## config.mk

```make
export PLATFORM = sky130hd
export DESIGN_NAME = tpu_tile_sequencer
export DESIGN_NICKNAME = d
export VERILOG_FILES = /design/src/rtl/tpu_tile_sequencer.sv
export SDC_FILE = /design/constraint.sdc
export NUM_CORES = 1
export LEC_CHECK = 0
export CORE_UTILIZATION = 55
export CTS_BUF_LIST = sky130_fd_sc_hd__clkbuf_8
export CTS_CLUSTER_DIAMETER = 200
export CTS_CLUSTER_SIZE = 10
export DETAILED_ROUTE_END_ITERATION = 10
export GPL_TIMING_DRIVEN = 0
export PLACE_DENSITY = 0.73
export SLEW_MARGIN = 40
export SYNTH_ARGS = -nofsm -noshare
export SYNTH_HDL_FRONTEND = slang
export SYNTH_SLANG_ARGS = --single-unit
```

## constraint.sdc

```tcl
create_clock -name clk -period 6.9 [get_ports clk]
set_clock_uncertainty 0.15 [all_clocks]
set_input_delay 1.38 -clock clk [delete_from_list [all_inputs] [get_ports clk]]
set_output_delay 1.38 -clock clk [all_outputs]
set_load 0.05 [all_outputs]
```

## src/rtl/tpu_tile_sequencer.sv

```systemverilog
// Multi-tile matrix-multiply sequencer: pops weight tiles, strobes weight reload,
// streams UB rows and writes delayed result rows at a running SRAM address.
module tpu_tile_sequencer #(
    parameter int unsigned ADDRESSSIZE    = 10,
    parameter int unsigned ROWS_BW        = 8,
    parameter int unsigned TILES_BW       = 6,
    parameter int unsigned WLOAD_CYCLES   = 1,
    parameter int unsigned RESULT_LATENCY = 384
) (
    input  logic                   clk,
    input  logic                   rstn,
    input  logic                   start,
    input  logic                   abort,
    input  logic [ADDRESSSIZE-1:0] cfg_ub_base,
    input  logic [ADDRESSSIZE-1:0] cfg_res_base,
    input  logic [ROWS_BW-1:0]     cfg_rows,
    input  logic [TILES_BW-1:0]    cfg_tiles,
    input  logic                   fifo_empty,
    output logic                   fifo_rd_en,
    output logic                   we_rl,
    output logic                   ub_rd_en,
    output logic [ADDRESSSIZE-1:0] ub_addr,
    output logic                   res_we,
    output logic [ADDRESSSIZE-1:0] res_addr,
    output logic                   busy,
    output logic                   done
);

    localparam int unsigned WCW = $clog2(WLOAD_CYCLES + 1);
    localparam logic [RESULT_LATENCY-1:0] DL_ONE  = RESULT_LATENCY'(1);
    localparam logic [RESULT_LATENCY-1:0] DL_LAST = DL_ONE << (RESULT_LATENCY - 1);

    typedef enum logic [2:0] {IDLE, WAIT_W, WLOAD, STREAM, DRAIN} state_t;

    state_t                    state;
    logic [ADDRESSSIZE-1:0]    ub_base_q;
    logic [ROWS_BW-1:0]        rows_q;
    logic [TILES_BW-1:0]       tiles_q;
    logic [ROWS_BW-1:0]        rcnt;
    logic [TILES_BW-1:0]       tcnt;
    logic [WCW-1:0]            wcnt;
    logic [RESULT_LATENCY-1:0] dl;

    // The top stage of the delay line is the result write strobe itself.
    assign res_we = dl[RESULT_LATENCY-1];

    always_ff @(posedge clk or negedge rstn) begin
        if (!rstn) begin
            state      <= IDLE;
            fifo_rd_en <= 1'b0;
            we_rl      <= 1'b0;
            ub_rd_en   <= 1'b0;
            ub_addr    <= '0;
            res_addr   <= '0;
            busy       <= 1'b0;
            done       <= 1'b0;
            ub_base_q  <= '0;
            rows_q     <= '0;
            tiles_q    <= '0;
            rcnt       <= '0;
            tcnt       <= '0;
            wcnt       <= '0;
            dl         <= '0;
        end else begin
            done <= 1'b0;
            dl   <= (dl << 1) | RESULT_LATENCY'(ub_rd_en);
            if (res_we) begin
                res_addr <= res_addr + 1'b1;
            end

            if (abort && state != IDLE) begin
                state      <= IDLE;
                fifo_rd_en <= 1'b0;
                we_rl      <= 1'b0;
                ub_rd_en   <= 1'b0;
                busy       <= 1'b0;
                dl         <= '0;
            end else begin
                case (state)
                    IDLE: begin
                        if (start && !abort) begin
                            state     <= WAIT_W;
                            busy      <= 1'b1;
                            ub_base_q <= cfg_ub_base;
                            rows_q    <= cfg_rows;
                            tiles_q   <= cfg_tiles;
                            tcnt      <= '0;
                            // An empty job leaves the result address untouched.
                            if (cfg_rows != '0 && cfg_tiles != '0) begin
                                res_addr <= cfg_res_base;
                            end
                        end
                    end
                    WAIT_W: begin
                        if (rows_q == '0 || tiles_q == '0) begin
                            state <= IDLE;
                            busy  <= 1'b0;
                            done  <= 1'b1;
                        end else if (!fifo_empty) begin
                            fifo_rd_en <= 1'b1;
                            wcnt       <= '0;
                            state      <= WLOAD;
                        end
                    end
                    WLOAD: begin
                        fifo_rd_en <= 1'b0;
                        if (wcnt == WCW'(WLOAD_CYCLES)) begin
                            we_rl    <= 1'b0;
                            ub_rd_en <= 1'b1;
                            ub_addr  <= ub_base_q;
                            rcnt     <= ROWS_BW'(1);
                            state    <= STREAM;
                        end else begin
                            we_rl <= 1'b1;
                            wcnt  <= wcnt + 1'b1;
                        end
                    end
                    STREAM: begin
                        if (rcnt == rows_q) begin
                            ub_rd_en <= 1'b0;
                            state    <= DRAIN;
                        end else begin
                            ub_addr <= ub_addr + 1'b1;
                            rcnt    <= rcnt + 1'b1;
                        end
                    end
                    DRAIN: begin
                        // Only the tile's final result bit remains in the line.
                        if (dl == DL_LAST) begin
                            if (tcnt == tiles_q - 1'b1) begin
                                state <= IDLE;
                                busy  <= 1'b0;
                                done  <= 1'b1;
                            end else begin
                                tcnt  <= tcnt + 1'b1;
                                state <= WAIT_W;
                            end
                        end
                    end
                    default: state <= IDLE;
                endcase
            end
        end
    end

endmodule

```

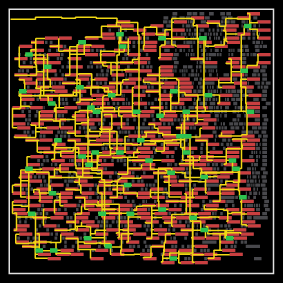
*Routed clock nets over the placement*
(1.5 px per µm)
Key: green = clock drivers [count 51]; yellow = clock wires [length 4960 µm]; red = flip-flops [count 451]
There are 52 routed clock nets.

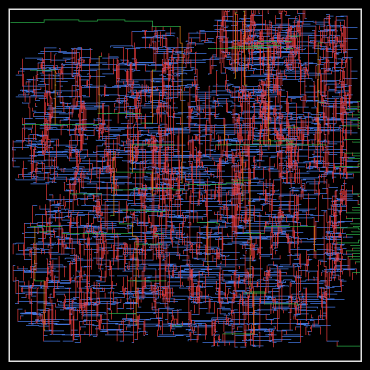
*Routed metal, one color a layer*
(2 px per µm)
Key: green = metal 3 [wire length 923 µm]; blue = metal 1 [wire length 14300 µm]; red = metal 2 [wire length 13200 µm]; orange = metal 4 [wire length 631 µm]

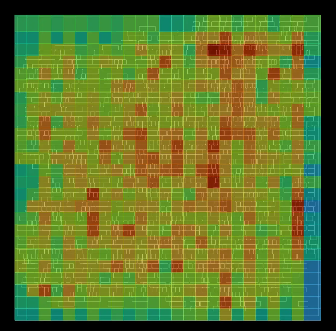
*Routing congestion map*
GR Util met2: 30.9%
grt met3 use: 2.92%
Util after Layout: 62.9%
DR WL/cell: 16.0 µm
global route hottest layer: met2

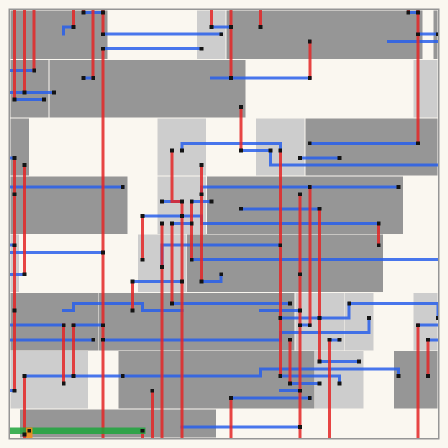
*Layout detail*
Region (121, 34) to (141, 54) µm. Cells in gray, sequential cells in the stronger gray; small squares are vias.
Key: orange = metal 4; red = metal 2; blue = metal 1; green = metal 3
19 logic cells have their middle in the window. Sequential cells in the window: 9. Most frequent: dfrtp_1 (9), and2_1 (6), clkbuf_1 (2). Netlist names of flops here include dl (9).

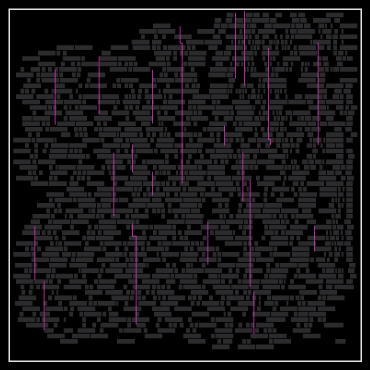
*Metal 4*
(2 px per µm)
8 nets have wire on it. The longest straight run is 70.0 µm. The layer carries 631 µm of wire. The wires run mostly vertical. The layer holds 2.2% of the routed length.
Routed WL: 29000 µm
via count: 9677

==> impl_metrics.tcl <==
# place-and-route summary
set metrics [dict create \
    yosys-mux-area-fraction_pct 1.83 \
    drv_cap 0 \
    worstSkewPairLatency_ns 0.57 \
    reg2reg_depth 7 \
    required_ns 5.37 \
    start_kind "flip-flop" \
    cp_top_family "buffers and inverters" \
    endpoint "ub_addr[2]" \
    switchingPower_mw 1.80 \
    critPathKind "reg2out" \
    endpoint_kind "primary output" \
    pwr_density_cell_nw_per_um2 310 \
    syn_nets 1339 \
    ys.flops 451 \
    syn_inst 1294 \
    top_area_cell "dfrtp_1" \
    finalHoldViolations 0 \
    adder_share_pct 0.455 \
    yosysChipArea_um2 16500 \
    p_leak_nw 9.19 \
    placedInstanceArea_um2 17800 \
    overflow 0 \
    p_sw_share_pct 31.3 \
    dp.cells 1754 \
    async_flop_share_pct 100 \
    logic_gate_count 779 \
    synth_top_area_share_pct 68.4 \
    largest_cell_class "flip-flops and latches" \
    cts_tree "done" \
    die_area_um2 30700 \
    root_buffer "clkbuf_8" \
    common_cells "451 x dfrtp_1, 384 x and2_1, 105 x nor4_1, 54 x clkbuf_1, 35 x nor2_1" \
    syn2layout_area_growth_pct 12.6 \
    post_cts_resized 0 \
    worstPathCellList "clkdlybuf4s50_1" \
    ioPinCount 65 \
    intPower_mw 3.95 \
    port_buffers 64 \
    finalClockPeriodUsage_pct 50.0 \
    pg_clk_mw 1.52 \
    flop_cell "dfrtp_1" \
    slew_headroom_pct 51.3 \
    drv_slew 0 \
    comb_power_mw 1.24 \
    area_leaders "dfrtp_1 68%, and2_1 15%, nor4_1 4.0%, mux2_2 1.7%, nand4_1 1.3%" \
    fillerInstances 2343 \
    critPathMaxStageDelay_ns 0.85 \
    edf_count 0 \
    grt_pass1_wl_um 50400 \
    seq_power_share_pct 52.0 \
    worstMarginPinSlew_ns 0.724 \
    logic_family "simple AND/OR/NAND/NOR gates" \
    combPwrFrac_pct 21.6 \
    viasPerCell 5.35 \
    yosysMostFrequentCell "dfrtp_1" \
    path_clk_slew_ns 0.08 \
    m1WireLength_um 14300 \
    synth_cell_types 45 \
    n_antenna_cell 0 \
    cts_buffer_depth 3 \
    clkSinkCount 451 \
    synth_simple_gate_area_share_pct 23.4 \
    grt_pass1_vias 10103 \
    hold_buffers 0 \
    finalNonFillerCells 1810 \
    drc_errors 0 \
    power.total_mw 5.75 \
    avgSynthCellArea_um2 12.8 \
    finalNetCount 1462 \
    drive_gt1_share_pct 6.97 \
    warnings 27 \
    core-area_um2 29600 \
    rsz0062_at_grt "no" \
    first_pass_iters 4 \
    seq_area_share_pct 60.7 \
    grtUsageTotal_pct 20.2 \
    buffer_area_share_pct 5.56 \
    taps 390 \
    antenna_found_initial 0 \
    min_from "dl[252]" \
    drt_iter0_drc 454 \
    final_area_um2 18600 \
    finalSetupTns_ns 0 \
    irDropWorstVdd_v 0.000159 \
    aoi_share_pct 2.82 \
    cp.arrival_ns 1.92 \
    status "complete, no violations" \
    fin_crit_ns 3.45 \
]
layout by cell type, fill, tap and decap left out, types with 6 or more instances in the layout:
cell type        count
mux2_2              25
nand4_1             34
a21oi_1             30
ha_1                 6
clkbuf_8            53
nand3_1             12
dfrtp_1            451
o21ai_0             14
nand2_1             32
and3_1              14
and2_1             384
buf_16               6
xor2_1              16
inv_1                7
clkdlybuf4s50_1     63
xnor2_1             15
nor3_1              10
clkbuf_1            54
nor4_1             104
nor2_1              35
sequential cells by signal, summed over array words and instances, names as in the netlist:
register,cells
wcnt,1
ub_rd_en,1
ub_base_q,10
state,3
tiles_q,6
ub_addr,10
rcnt,8
fifo_rd_en,1
tcnt,6
done,1
rows_q,8
dl,384
we_rl,1
busy,1
res_addr,10
